**Run 1: placed standard cells**

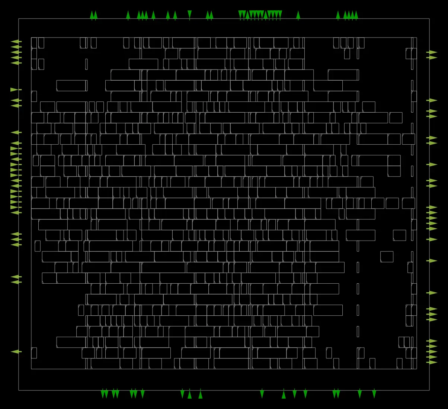
**Run 1: placement by cell class**

(3 px per um)
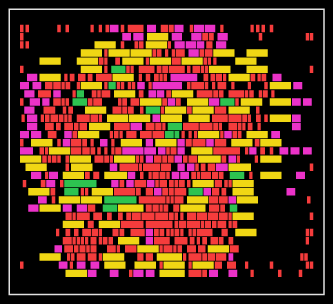
**Run 1: signal wires on met3**

(4 px per um)
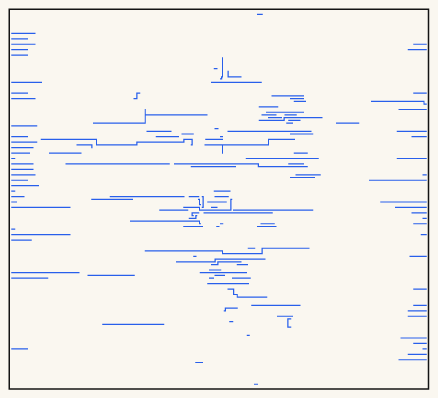
`config.mk`:
```
export PLATFORM = sky130hd
export DESIGN_NAME = explosion_sequencer_flat
export DESIGN_NICKNAME = d
export VERILOG_FILES = /design/src/rtl/asteroid_pkg.sv /design/src/rtl/explosion_sequencer_if.sv /design/src/rtl/explosion_sequencer_frame_tick_gen.sv /design/src/rtl/explosion_sequencer.sv /design/src/flat_wrapper.sv
export SDC_FILE = /design/constraint.sdc
export NUM_CORES = 1
export LEC_CHECK = 0
export CORE_ASPECT_RATIO = 0.9
export CORE_MARGIN = 3
export CORE_UTILIZATION = 50
export CTS_CLUSTER_DIAMETER = 30
export DETAILED_ROUTE_END_ITERATION = 10
export HOLD_SLACK_MARGIN = 0.02
export PLACE_DENSITY = 0.92
export SETUP_SLACK_MARGIN = 0.4
export SLEW_MARGIN = 20
export SYNTH_ARGS = -nofsm -noshare
export SYNTH_HDL_FRONTEND = slang
export SYNTH_SLANG_ARGS = --single-unit
```
`constraint.sdc`:
```
create_clock -name clk -period 2.3 [get_ports clk]
set_clock_uncertainty 0.1 [all_clocks]
set_input_delay 0.575 -clock clk [delete_from_list [all_inputs] [get_ports clk]]
set_output_delay 0.575 -clock clk [all_outputs]
set_load 0.02 [all_outputs]
```
`src/rtl/asteroid_pkg.sv`:
```
// Shared types and helpers for the asteroid sprite blocks: coordinate widths,
// the explosion FSM state type and the on-screen clamp used at hit capture.
package asteroid_pkg;

    localparam int COORD_W  = 10;
    localparam int POS_W    = 33;
    localparam int H_ACTIVE = 640;
    localparam int V_ACTIVE = 480;
    localparam int EXTENT   = 20;

    typedef enum logic [1:0] {
        IDLE,
        ARMED,
        SHOW,
        COOLDOWN
    } expl_state_t;

    typedef struct packed {
        logic [COORD_W-1:0] h;
        logic [COORD_W-1:0] v;
    } pos_t;

    // Keeps a sprite centre far enough from the edges that the whole sprite is visible.
    function automatic logic [COORD_W-1:0] clamp(input logic [COORD_W-1:0] val,
                                                 input int lo, input int hi);
        int x;
        x = int'(val);
        if (x < lo) begin
            x = lo;
        end else if (x > hi) begin
            x = hi;
        end
        return COORD_W'(x);
    endfunction

endpackage

```
`src/rtl/explosion_sequencer_if.sv`:
```
// Hit-event inputs and renderer-facing outputs of the explosion sequencer.
// The master side is collision logic / VGA timing; the slave side is the sequencer.
interface explosion_sequencer_if;
    import asteroid_pkg::*;

    logic               vsync;
    logic               hit;
    logic [COORD_W-1:0] hit_h;
    logic [COORD_W-1:0] hit_v;
    logic               destroy;
    logic [POS_W-1:0]   dH;
    logic [POS_W-1:0]   dV;
    logic [1:0]         phase;
    logic               busy;
    logic               done;
    logic [7:0]         drop_cnt;

    modport master (
        output vsync, hit, hit_h, hit_v,
        input  destroy, dH, dV, phase, busy, done, drop_cnt
    );

    modport slave (
        input  vsync, hit, hit_h, hit_v,
        output destroy, dH, dV, phase, busy, done, drop_cnt
    );

endinterface

```
`src/rtl/explosion_sequencer_frame_tick_gen.sv`:
```
// Turns the level vsync from VGA timing into a registered one-cycle frame tick,
// asserted the cycle after vsync is first seen high.
module frame_tick_gen (
    input  logic clk,
    input  logic reset,
    input  logic vsync,
    output logic tick
);

    logic vsync_q, vsync_d;
    logic tick_q, tick_d;

    always_comb begin
        // NOTE: every always_comb output gets a value on every path, otherwise a latch is inferred.
        vsync_d = vsync;
        tick_d  = vsync & ~vsync_q;
    end

    always_ff @(posedge clk) begin
        // NOTE: flops use <= so every register samples the pre-edge values of the others.
        if (reset) begin
            // A vsync already high when reset releases is a frame in progress, not a new one.
            vsync_q <= 1'b1;
            tick_q  <= 1'b0;
        end else begin
            vsync_q <= vsync_d;
            tick_q  <= tick_d;
        end
    end

    assign tick = tick_q;

endmodule

```
`src/rtl/explosion_sequencer.sv`:
```
// Frame-synchronous explosion sequencer: captures clamped hit positions, plays a
// blinking destroy animation for the renderer, and queues at most one extra hit.
module explosion_sequencer
    import asteroid_pkg::*;
#(
    parameter int SHOW_FRAMES     = 30,
    parameter int BLINK_FRAMES    = 4,
    parameter int COOLDOWN_FRAMES = 8
) (
    input  logic                 clk,
    input  logic                 reset,
    explosion_sequencer_if.slave bus
);

    localparam int FRAME_W = $clog2(SHOW_FRAMES);
    localparam int COOL_W  = $clog2(COOLDOWN_FRAMES + 1);
    localparam logic [FRAME_W-1:0] FRAME_LAST = FRAME_W'(SHOW_FRAMES - 1);
    localparam logic [COOL_W-1:0]  COOL_LAST  = COOL_W'(COOLDOWN_FRAMES - 1);

    function automatic logic blink_on(input logic [FRAME_W-1:0] f);
        return ((32'(f) / BLINK_FRAMES) % 2) == 0;
    endfunction

    function automatic logic [1:0] phase_of(input logic [FRAME_W-1:0] f);
        int unsigned p;
        p = (32'(f) * 4) / SHOW_FRAMES;
        return (p > 3) ? 2'd3 : p[1:0];
    endfunction

    expl_state_t        state_q, state_d;
    pos_t               stage_q, stage_d;
    pos_t               pend_q, pend_d;
    logic               pend_valid_q, pend_valid_d;
    logic [COORD_W-1:0] dh_q, dh_d;
    logic [COORD_W-1:0] dv_q, dv_d;
    logic [FRAME_W-1:0] frame_q, frame_d;
    logic [COOL_W-1:0]  cool_q, cool_d;
    logic               destroy_q, destroy_d;
    logic [1:0]         phase_q, phase_d;
    logic               busy_q, busy_d;
    logic               done_q, done_d;
    logic [7:0]         drop_q, drop_d;

    logic tick;
    logic hit_taken;
    pos_t hit_pos;

    frame_tick_gen u_tick (
        .clk   (clk),
        .reset (reset),
        .vsync (bus.vsync),
        .tick  (tick)
    );

    assign hit_pos = '{h: clamp(bus.hit_h, EXTENT, H_ACTIVE - 1 - EXTENT),
                       v: clamp(bus.hit_v, EXTENT, V_ACTIVE - 1 - EXTENT)};

    always_comb begin
        state_d      = state_q;
        stage_d      = stage_q;
        pend_d       = pend_q;
        pend_valid_d = pend_valid_q;
        dh_d         = dh_q;
        dv_d         = dv_q;
        frame_d      = frame_q;
        cool_d       = cool_q;
        destroy_d    = destroy_q;
        phase_d      = phase_q;
        done_d       = 1'b0;
        drop_d       = drop_q;
        hit_taken    = 1'b0;

        case (state_q)
            IDLE: begin
                // A tick landing with the hit is not consumed; display starts next frame.
                if (bus.hit) begin
                    stage_d   = hit_pos;
                    state_d   = ARMED;
                    hit_taken = 1'b1;
                end
            end
            ARMED: begin
                if (tick) begin
                    dh_d      = stage_q.h;
                    dv_d      = stage_q.v;
                    destroy_d = 1'b1;
                    phase_d   = 2'd0;
                    frame_d   = '0;
                    state_d   = SHOW;
                end
            end
            SHOW: begin
                if (tick) begin
                    if (frame_q == FRAME_LAST) begin
                        destroy_d = 1'b0;
                        phase_d   = 2'd0;
                        done_d    = 1'b1;
                        cool_d    = '0;
                        state_d   = COOLDOWN;
                    end else begin
                        frame_d   = frame_q + 1'b1;
                        destroy_d = blink_on(frame_d);
                        phase_d   = phase_of(frame_d);
                    end
                end
            end
            COOLDOWN: begin
                if (tick) begin
                    if (cool_q == COOL_LAST) begin
                        if (pend_valid_q) begin
                            stage_d      = pend_q;
                            pend_valid_d = 1'b0;
                            state_d      = ARMED;
                        end else if (bus.hit) begin
                            // Nothing queued: a hit arriving now re-arms directly.
                            stage_d   = hit_pos;
                            state_d   = ARMED;
                            hit_taken = 1'b1;
                        end else begin
                            state_d = IDLE;
                        end
                    end else begin
                        cool_d = cool_q + 1'b1;
                    end
                end
            end
            default: state_d = IDLE;
        endcase

        // pend_valid_d already reflects a same-cycle consume, freeing the slot.
        if (bus.hit && !hit_taken) begin
            if (!pend_valid_d) begin
                pend_d       = hit_pos;
                pend_valid_d = 1'b1;
            end else if (drop_q != 8'hFF) begin
                drop_d = drop_q + 1'b1;
            end
        end

        busy_d = (state_d != IDLE);
    end

    always_ff @(posedge clk) begin
        if (reset) begin
            state_q      <= IDLE;
            stage_q      <= '0;
            pend_q       <= '0;
            pend_valid_q <= 1'b0;
            dh_q         <= '0;
            dv_q         <= '0;
            frame_q      <= '0;
            cool_q       <= '0;
            destroy_q    <= 1'b0;
            phase_q      <= 2'd0;
            busy_q       <= 1'b0;
            done_q       <= 1'b0;
            drop_q       <= 8'd0;
        end else begin
            state_q      <= state_d;
            stage_q      <= stage_d;
            pend_q       <= pend_d;
            pend_valid_q <= pend_valid_d;
            dh_q         <= dh_d;
            dv_q         <= dv_d;
            frame_q      <= frame_d;
            cool_q       <= cool_d;
            destroy_q    <= destroy_d;
            phase_q      <= phase_d;
            busy_q       <= busy_d;
            done_q       <= done_d;
            drop_q       <= drop_d;
        end
    end

    assign bus.destroy  = destroy_q;
    assign bus.dH       = POS_W'(dh_q);
    assign bus.dV       = POS_W'(dv_q);
    assign bus.phase    = phase_q;
    assign bus.busy     = busy_q;
    assign bus.done     = done_q;
    assign bus.drop_cnt = drop_q;

endmodule

```
`src/flat_wrapper.sv`:
```
// flat-port wrapper written by rule: the top's interface ports become plain ports
module explosion_sequencer_flat import asteroid_pkg::*;
#(
    parameter int SHOW_FRAMES     = 30,
    parameter int BLINK_FRAMES    = 4,
    parameter int COOLDOWN_FRAMES = 8
)
  (clk, reset, bus_vsync, bus_hit, bus_hit_h, bus_hit_v, bus_destroy, bus_dH, bus_dV, bus_phase, bus_busy, bus_done, bus_drop_cnt);
  explosion_sequencer_if bus_i ();
  input  logic clk;
  input  logic reset;
  input wire logic [$bits(bus_i.vsync)-1:0] bus_vsync;
  input wire logic [$bits(bus_i.hit)-1:0] bus_hit;
  input wire logic [$bits(bus_i.hit_h)-1:0] bus_hit_h;
  input wire logic [$bits(bus_i.hit_v)-1:0] bus_hit_v;
  output wire logic [$bits(bus_i.destroy)-1:0] bus_destroy;
  output wire logic [$bits(bus_i.dH)-1:0] bus_dH;
  output wire logic [$bits(bus_i.dV)-1:0] bus_dV;
  output wire logic [$bits(bus_i.phase)-1:0] bus_phase;
  output wire logic [$bits(bus_i.busy)-1:0] bus_busy;
  output wire logic [$bits(bus_i.done)-1:0] bus_done;
  output wire logic [$bits(bus_i.drop_cnt)-1:0] bus_drop_cnt;
  assign bus_i.vsync = bus_vsync;
  assign bus_i.hit = bus_hit;
  assign bus_i.hit_h = bus_hit_h;
  assign bus_i.hit_v = bus_hit_v;
  assign bus_destroy = bus_i.destroy;
  assign bus_dH = bus_i.dH;
  assign bus_dV = bus_i.dV;
  assign bus_phase = bus_i.phase;
  assign bus_busy = bus_i.busy;
  assign bus_done = bus_i.done;
  assign bus_drop_cnt = bus_i.drop_cnt;
  explosion_sequencer #(.SHOW_FRAMES(SHOW_FRAMES), .BLINK_FRAMES(BLINK_FRAMES), .COOLDOWN_FRAMES(COOLDOWN_FRAMES)) u_core (.clk(clk), .reset(reset), .bus(bus_i));
endmodule
```
==> results.txt, run 1 <==
Quick summary of the implementation run below.

The number of cells traversed by the worst hold path is 1. For this run, design rule violations remaining after detail routing come to 0. The vertical extent of the die is 94.6 um. The post-route fraction of the period consumed by the critical path is 84.8%. After synthesis, the largest family of logic cells by area is AND-OR/OR-AND gates. The register share of total power came out at 40.2%. The commonest non-fill, non-tap cell in the layout is dfxtp_1. The total overflow left after global routing is 0. The summed instance area of the synthesized netlist came out at 4360 um2. The count of routing violations after the opening detailed-route iteration is 375. The mean cell area of the mapped netlist came out at 8.40 um2. The worst setup path is captured at a flip-flop.

dfxtp_1 is the most common cell in the netlist. The count of buffering cells on the critical path with inverters included is 1. Per the hold report, the tightest min-delay path originates at u_core.u_tick.vsync_q. The fmax came out at 513 MHz. The highest fanout seen on the critical path came out at 10. The floorplan die area came out at 9880 um2. The wire length of the first global-routing pass is 18300 um. The warning count from the yosys run is 0. The most critical setup path has its endpoint at u_core.stage_q[10]. The final tally of max-slew violations came out at 0. The endpoint required time on the critical path came out at 2.49 ns. The switching power came out at 1.81 mW. The post-layout minimum cycle time came out at 1.95 ns. The initial antenna violation count came out at 0. The count of cells resized by post-cts repair is 62. The per-cell routed wire length is 16.2 um.

The final layout contains 634 nets. The signed area change from the synthesized netlist to the final layout is 25.0%. The clock network fraction of design power is 23.2%.

The tightest hold margin came out at 0.292 ns. The all-layer global routing usage came out at 22.2%. The capture point of the worst reg-to-reg path is u_core.stage_q[10]. In the CTS report, the clock slew at the register clock pins of the worst setup and hold paths is listed as 0.09 ns. The internal power is 3.25 mW.

On the worst path, the slowest cell contributes a delay of 0.40 ns. 103 I/O pins were placed. Port buffering added 56 buffers. Setup repair after global routing could not meet its margin everywhere. The maximum number of pins on one net before global-route repair is 31. The placed instance area is 4960 um2.

The worst hold path terminates at u_core.u_tick.tick. The summed negative setup slack over all endpoints is 0 ns. The post-synthesis register bit count is 87. The analysis attributes to cell leakage a power of 2.15 nW.

Ranked by total cell area, the synthesized netlist is headed by dfxtp_1 (40%), buf_4 (8.3%), nand2_1 (6.5%). The run finished with clean final reports. The minimum setup slack among reg-to-reg paths is 0.35 ns.

The number of warnings reported in the stage logs is 34. The kind of cell with the highest combined delay along the critical path is AND-OR/OR-AND gates. The cell count along the critical path came out at 7. The detail-routed via count per cell is 5.69. The final number of hold-violating endpoints is 0.

The floorplan has 31 rows. The async set-or-reset flop fraction in the synthesized netlist came out at 0%. The post-synthesis cell type with the largest combined area is dfxtp_1. The depth of the worst register-to-register path is 7. Per the repair_timing log after CTS, setup buffers inserted total 8.

According to the timing report, the critical path is launched from u_core.state_q[0]. Per the summary, power density relative to cell area is 928 nW/um2. Per report_power, the combinational group accounts for 36.7% of the total. By startpoint and endpoint, the worst setup path is classified as reg2reg. Once detailed placement completed, the half-perimeter wirelength came to 7400 um. The cell type of the slowest stage on the worst timing path is dfxtp_4.

STA reports the tightest min-delay check as being of type reg2reg. The ratio of cells with drive above 1 in the final layout came out at 18.4%. The post-detailed-route count of antenna-violating nets came out at 0. Switching power as a fraction of the total was reported as 35.7%.

The insertion delay of the later-clocked pin in the worst-skew pair is 0.36 ns. The largest vdd supply drop is 0.000636 V. The via count of the first global-routing pass came out at 3962. The post-synthesis compound-gate area fraction is 21.4%. The portion of synthesized area spent on multiplexers is 0.230%. CTS saw 87 sinks. Per the synth stats, the flop cell with the highest instance count is dfxtp_1. The post-CTS hold buffer count recorded in the log is 0. The H-tree depth came out at 3. The clock tree buffer depth came out at 2. The gate count after technology mapping came out at 519.

After routing the design area is 5450 um2. The number of max-capacitance violations reported came out at 0. The number of cell instances after yosys synthesis came out at 519. Traced cell by cell, the critical path runs through ha_4 -> nand2_2 -> o31ai_1 -> or2_1 -> buf_4 -> o221ai_1 -> a21oi_1. The number of setup violations in the final report came out at 0. The area fraction in and, or, nand and nor cells is 20.6%. The first-pass iteration count of the detailed router came out at 5. The pre-placement core utilization came out at 52.8%. The chip area line in the Yosys stat output reads 4360 um2. Leaving out fill and tap cells, the most frequent cells in the layout are dfxtp_1 (80), nand2_1 (74), nor2_1 (55).

The critical path arrival came out at 2.14 ns. For this run, the script counts the antenna cells in the layout as 0. The post-synthesis share of cell area spent on xor and xnor gates came out at 2.61%.
Notes on 'placed standard cells' above:
final instance count without filler cells: 719
placeable core region: 8260 um2
Taps Inserted: 115

Notes on 'placement by cell class' above:
legend:
  all other logic:
    color: red
    cells: 404
    share_of_their_area: 46%
  other buffers and delay cells:
    color: magenta
    cells: 97
    share_of_their_area: 17%
  flip-flops:
    color: yellow
    cells: 87
    share_of_their_area: 33%
  clock drivers and dummy loads:
    color: green
    cells: 16
    share_of_their_area: 4.2%
sequential cell area share: 32.3%
final core utilization: 66.0%

Notes on 'signal wires on met3' above:
main direction: horizontal
wire length on this layer: 968 um
grt met3 use: 5.95%
Detailed Route WL: 11600 um
DR vias: 4088

[run 1: stage by stage]
stage	setup WS, ns	util, %
6_report	0.349	66.0
5_1_grt	0.270	66.0
4_1_cts	0.408	64.5
3_5_place_dp	-0.0461	60.1
3_3_place_gp	-0.0170	60.1
2_1_floorplan	0.403	-
[run 1: cell families after synthesis]
family | after synthesis
DFF | 87
and+or+nand+nor | 193
muxes | 1
xor gates and xnor gates | 13
other | 1
adders and majority gates | 11
AOI/OAI and AO/OA | 130
buffers and inverters | 83
[run 1: worst register-to-register path, cell delays in order, from the launching register on]
cell      delay (ns)
dfxtp_4         0.40
ha_4            0.18
nand2_2         0.13
o31ai_1         0.32
or2_1           0.18
buf_4           0.21
o221ai_1        0.17
a21oi_1         0.17
[run 1: registers in the layout, indices dropped and copies added (netlist names), 4 cells and up]
register	count
u_core.cool_q	4
u_core.frame_q	5
u_core.stage_q	20
u_core.dh_q	10
u_core.pend_q	20
u_core.bus.drop_cnt	8
u_core.dv_q	10
[run 1: metal layers]
layer	GRT usage [%]	part of all wire, %	vias to the layer above
met4	6.20	2.1	0
li1	-	-	1896
met1	26.6	41	1960
met3	5.95	8.3	21
met5	0	0	-
met2	39.5	49	211
[run 1: power groups by stage]
stage	Clock, mW	Combinational, mW	Sequential, mW
floorplan	0	1.10	1.96
CTS	1.18	1.67	2.00
detailed placement	0	1.42	2.01
global placement	0	1.36	1.99
finish	1.17	1.85	2.03
global route	1.24	2.00	2.05
[run 1: area by class of cell]
| type | count | area (um2) |
|---|---|---|
| Fill cell | 617 | 2810 |
| Tap cell | 115 | 144 |
| Multi-Input combinational cell | 395 | 2400 |
| Timing Repair Buffer | 97 | 887 |
| Clock inverter | 7 | 96.3 |
| Clock buffer | 9 | 124 |
| Sequential cell | 87 | 1760 |
| Inverter | 9 | 38.8 |
**Run 1: wiring by layer**

(4 px per um) Two of the layers only.
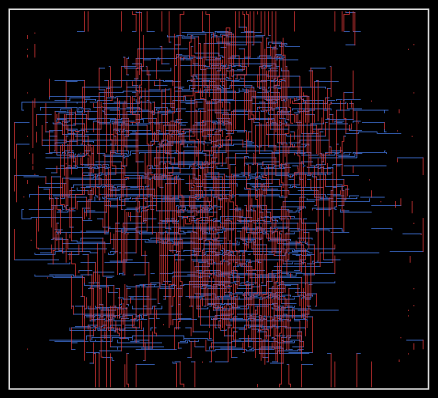

==> run 1 -> run 2 <==
Clock period 2.3 ns to 2.04 ns, I/O delays scaled along.
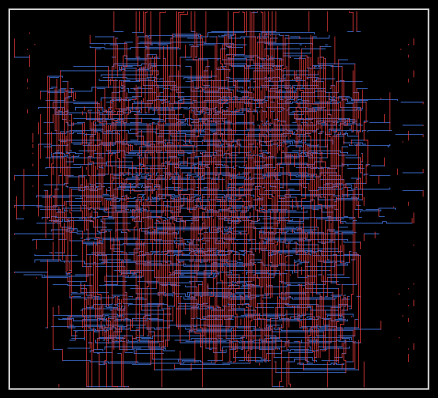
**Above:** run 2 (wiring by layer).
(4 px per um) Two of the layers only.
legend:
  met2:
    color: red
    wire_length: 7700 um
  met1:
    color: blue
    wire_length: 6400 um
DR WL/cell: 22.2 um
DR vias: 4972
overall track demand over capacity in global routing: 28.2%
Detailed Route WL: 17400 um

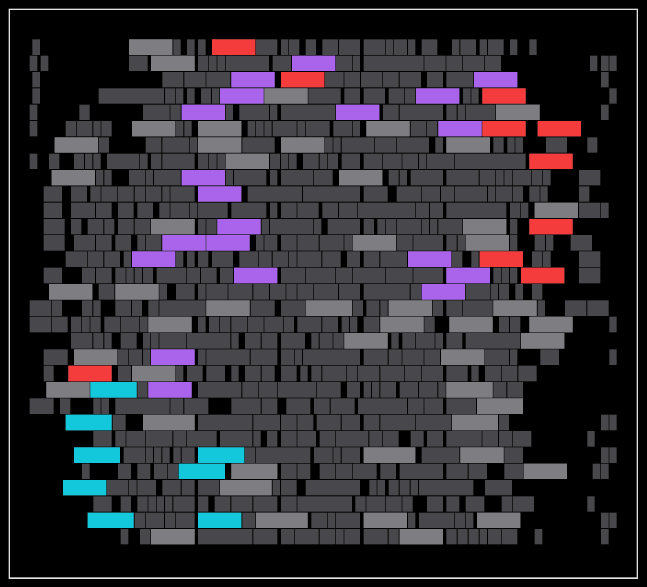
**Above:** run 2 (where the registers sit).
(6 px per um)
legend:
  u_core.dv_q:
    color: red
    flops: 10
  u_core.bus.drop_cnt:
    color: cyan
    flops: 8
    where: lower left
  u_core.pend_q:
    color: purple
    flops: 20
not colored: 49
FF+latch area: 1770 um2
sequential group power: 2.35 mW

==> run 2 against run 1 <==
Compared with the run above: the flow now finishes with violations (setup timing); wire length up 49%; critical path depth up 3; flip-flop count unchanged; clock power up about 10%; register-to-register slack worse by 0.41 ns; global-route usage up 6.0 points; worst setup slack worse by 0.41 ns; die size unchanged; design area up 18%; non-clock buffer count up 64; synthesized cell count unchanged; highest routed layer unchanged.
==> results.txt, run 2 <==
Quick summary of the implementation run below.

The run finished, with violations left. The checks that failed: setup timing. The number of setup violations in the final report is 8. The path with the worst hold slack has its endpoint at u_core.u_tick.tick.

The post-route fraction of the period consumed by the critical path came out at 103%. The clock network power is 1.34 mW. IR analysis of the VDD net gives a maximum drop of 0.000553 V. The warning count from the yosys run is 0. No sink is reached through more buffers than the 2 on the longest clock path. Buffers added to address setup during post-CTS repair amount to 21. Combinational power for this build is 3.25 mW. The worst setup path startpoint is u_core.state_q[0]. Along the worst hold path, the cell count comes to 1.

Gates resized during post-CTS repair numbered 137. Per the STA report, the cell with the highest stage delay on the worst path is dfxtp_4. The data required time reported for the critical path is 2.25 ns. The count of routing violations after the opening detailed-route iteration came out at 684. The stage delay of the slowest cell on the critical path came out at 0.41 ns.

The minimum setup slack among reg-to-reg paths is -0.06 ns. Counting I/O delays and the setup requirement, the final critical path takes 2.10 ns. The endpoint type of the worst setup path is a flip-flop. The switching power is 2.73 mW. The ratio of cells with drive above 1 in the final layout is 39.1%. On the critical path the largest part of the delay comes from buffers and inverters. The vertical extent of the die came out at 94.6 um. In this run the critical path is formed by inv_4 -> ha_4 -> nand2b_4 -> nand2_4 -> a211oi_4 -> buf_4 -> buf_6 -> buf_16 -> nand3_1 -> a21oi_2. The report counts max-capacitance violations totalling 0.

In this build the clock could be raised as far as 476 MHz. Setup repair after global routing could not meet its margin everywhere. The die span in x came out at 104 um.

Looking at hold timing, the worst path starts from u_core.u_tick.vsync_q. The part of the total power dissipated in combinational logic came out at 46.8%. The count of buffering cells on the critical path with inverters included came out at 4. The leakage power in the latest report is 2.47 nW. The clock network fraction of design power came out at 19.3%. The net count of the finished layout is 697. Counting only logic cells after layout, the most numerous master is buf_4.

The number of cell instances after yosys synthesis is 519. Before any placement, the netlist area is recorded as 4360 um2. The pre-placement core utilization came out at 52.8%.

For reference, the top cells by area after synthesis are dfxtp_1 (40%), buf_4 (8.3%), nand2_1 (6.5%). The hold buffer count at cts came out at 0. After filler insertion, the fill cell instance count of the layout stands at 443. The number of rows created at floorplan is 31. The area growth from synthesis to layout is 47.6%. The insertion delay of the later-clocked pin in the worst-skew pair came out at 0.37 ns. The power report shows net switching accounting for 39.4% of the total. In this run, flip-flops and latches consume 33.9% of the power.

The depth of the worst register-to-register path came out at 10. The cell type that accounts for the most area after synthesis is dfxtp_1. In this run the remaining antenna-violating nets after routing total 0. The first global-routing pass estimated 22500 um of wire. The maximum number of pins on one net before global-route repair is 27. Per the timing report, the biggest fanout along the worst path comes to 6. The initial antenna violation count came out at 0. In the routed layout, each cell is associated on average with a via count of 6.36. Summed over all failing endpoints, the final setup total negative slack is -0.186 ns. The critical path in the final layout is reported with a setup slack of -0.0611 ns.

The power density normalized to cell area came out at 1080 nW/um2. The diode insertion count for antenna repair is 0. The logs give a warning total of 36. For the worst reg-to-reg path, the endpoint reported by OpenROAD is u_core.pend_q[5]. Per the detail_route log, met3 wirelength is 2090 um. For this run the top cell type by instance count after synthesis was dfxtp_1. The number of top-level design ports came out at 103. Cells fill 77.9% of the core in the end. The internal power of the cells totals 4.20 mW. The via count of the first global-routing pass is 4438. The gate count after technology mapping is 519.

The post-synthesis register bit count is 87. The routed length on met2 is 7700 um.
[run 2: metrics by stage]
step / instance area (um2) / cells / total power [mW] / setup WS, ns / hold slack (ns)
3_5_place_dp: 5270 / 715 / 4.13 / -0.214 / 0.291
3_3_place_gp: 5270 / 715 / 4.02 / -0.137 / 0.283
5_1_grt: 6430 / 782 / 7.10 / -0.193 / 0.328
2_1_floorplan: 4670 / 564 / 3.61 / 0.233 / 0.272
6_report: 6430 / 782 / 6.94 / -0.0611 / 0.308
4_1_cts: 5940 / 755 / 5.80 / 0.186 / 0.306
[run 2: cell type report]
cell class                      instances  area (um2)  area share, %
Clock inverter                          4        51.3          0.798
Timing Repair Buffer                  161        1450           22.5
Tap cell                              115         144           2.24
Multi-Input combinational cell        394        2810           43.7
Inverter                                9        43.8          0.681
Clock buffer                           12         166           2.59
Sequential cell                        87        1770           27.5
[run 2: routing by layer]
metal,global-route usage (%),up-vias
met2,48.6,483
met1,33.1,2322
met3,5.67,142
met5,0,-
met4,15.8,0
li1,-,2025
[run 2: cells by family (layout without fill, tap and decap cells)]
kind of cell    count (synthesis)  count (layout)  synth area share [%]
buf+inv                        83             186                  12.0
flops                          87              87                  40.0
mux                             1               1                 0.230
fa+ha+maj                      11              11                  3.16
compound gates                130             130                  21.4
other cells                     1              46                0.0860
xor+xnor                       13              13                  2.61
simple gates                  193             193                  20.6
[run 2: worst max-delay path by stage]
stage	to	slack, ns	depth (start not counted)
after floorplan	u_core.stage_q[6]	0.23	8
final	u_core.pend_q[5]	-0.06	10
after detailed placement	u_core.stage_q[11]	-0.21	7
after global placement	u_core.stage_q[4]	-0.14	7
after global routing	u_core.pend_q[3]	-0.19	9
after CTS	u_core.pend_q[1]	0.19	9
Power figures rest on the tool's default switching activity, not on a simulated workload.
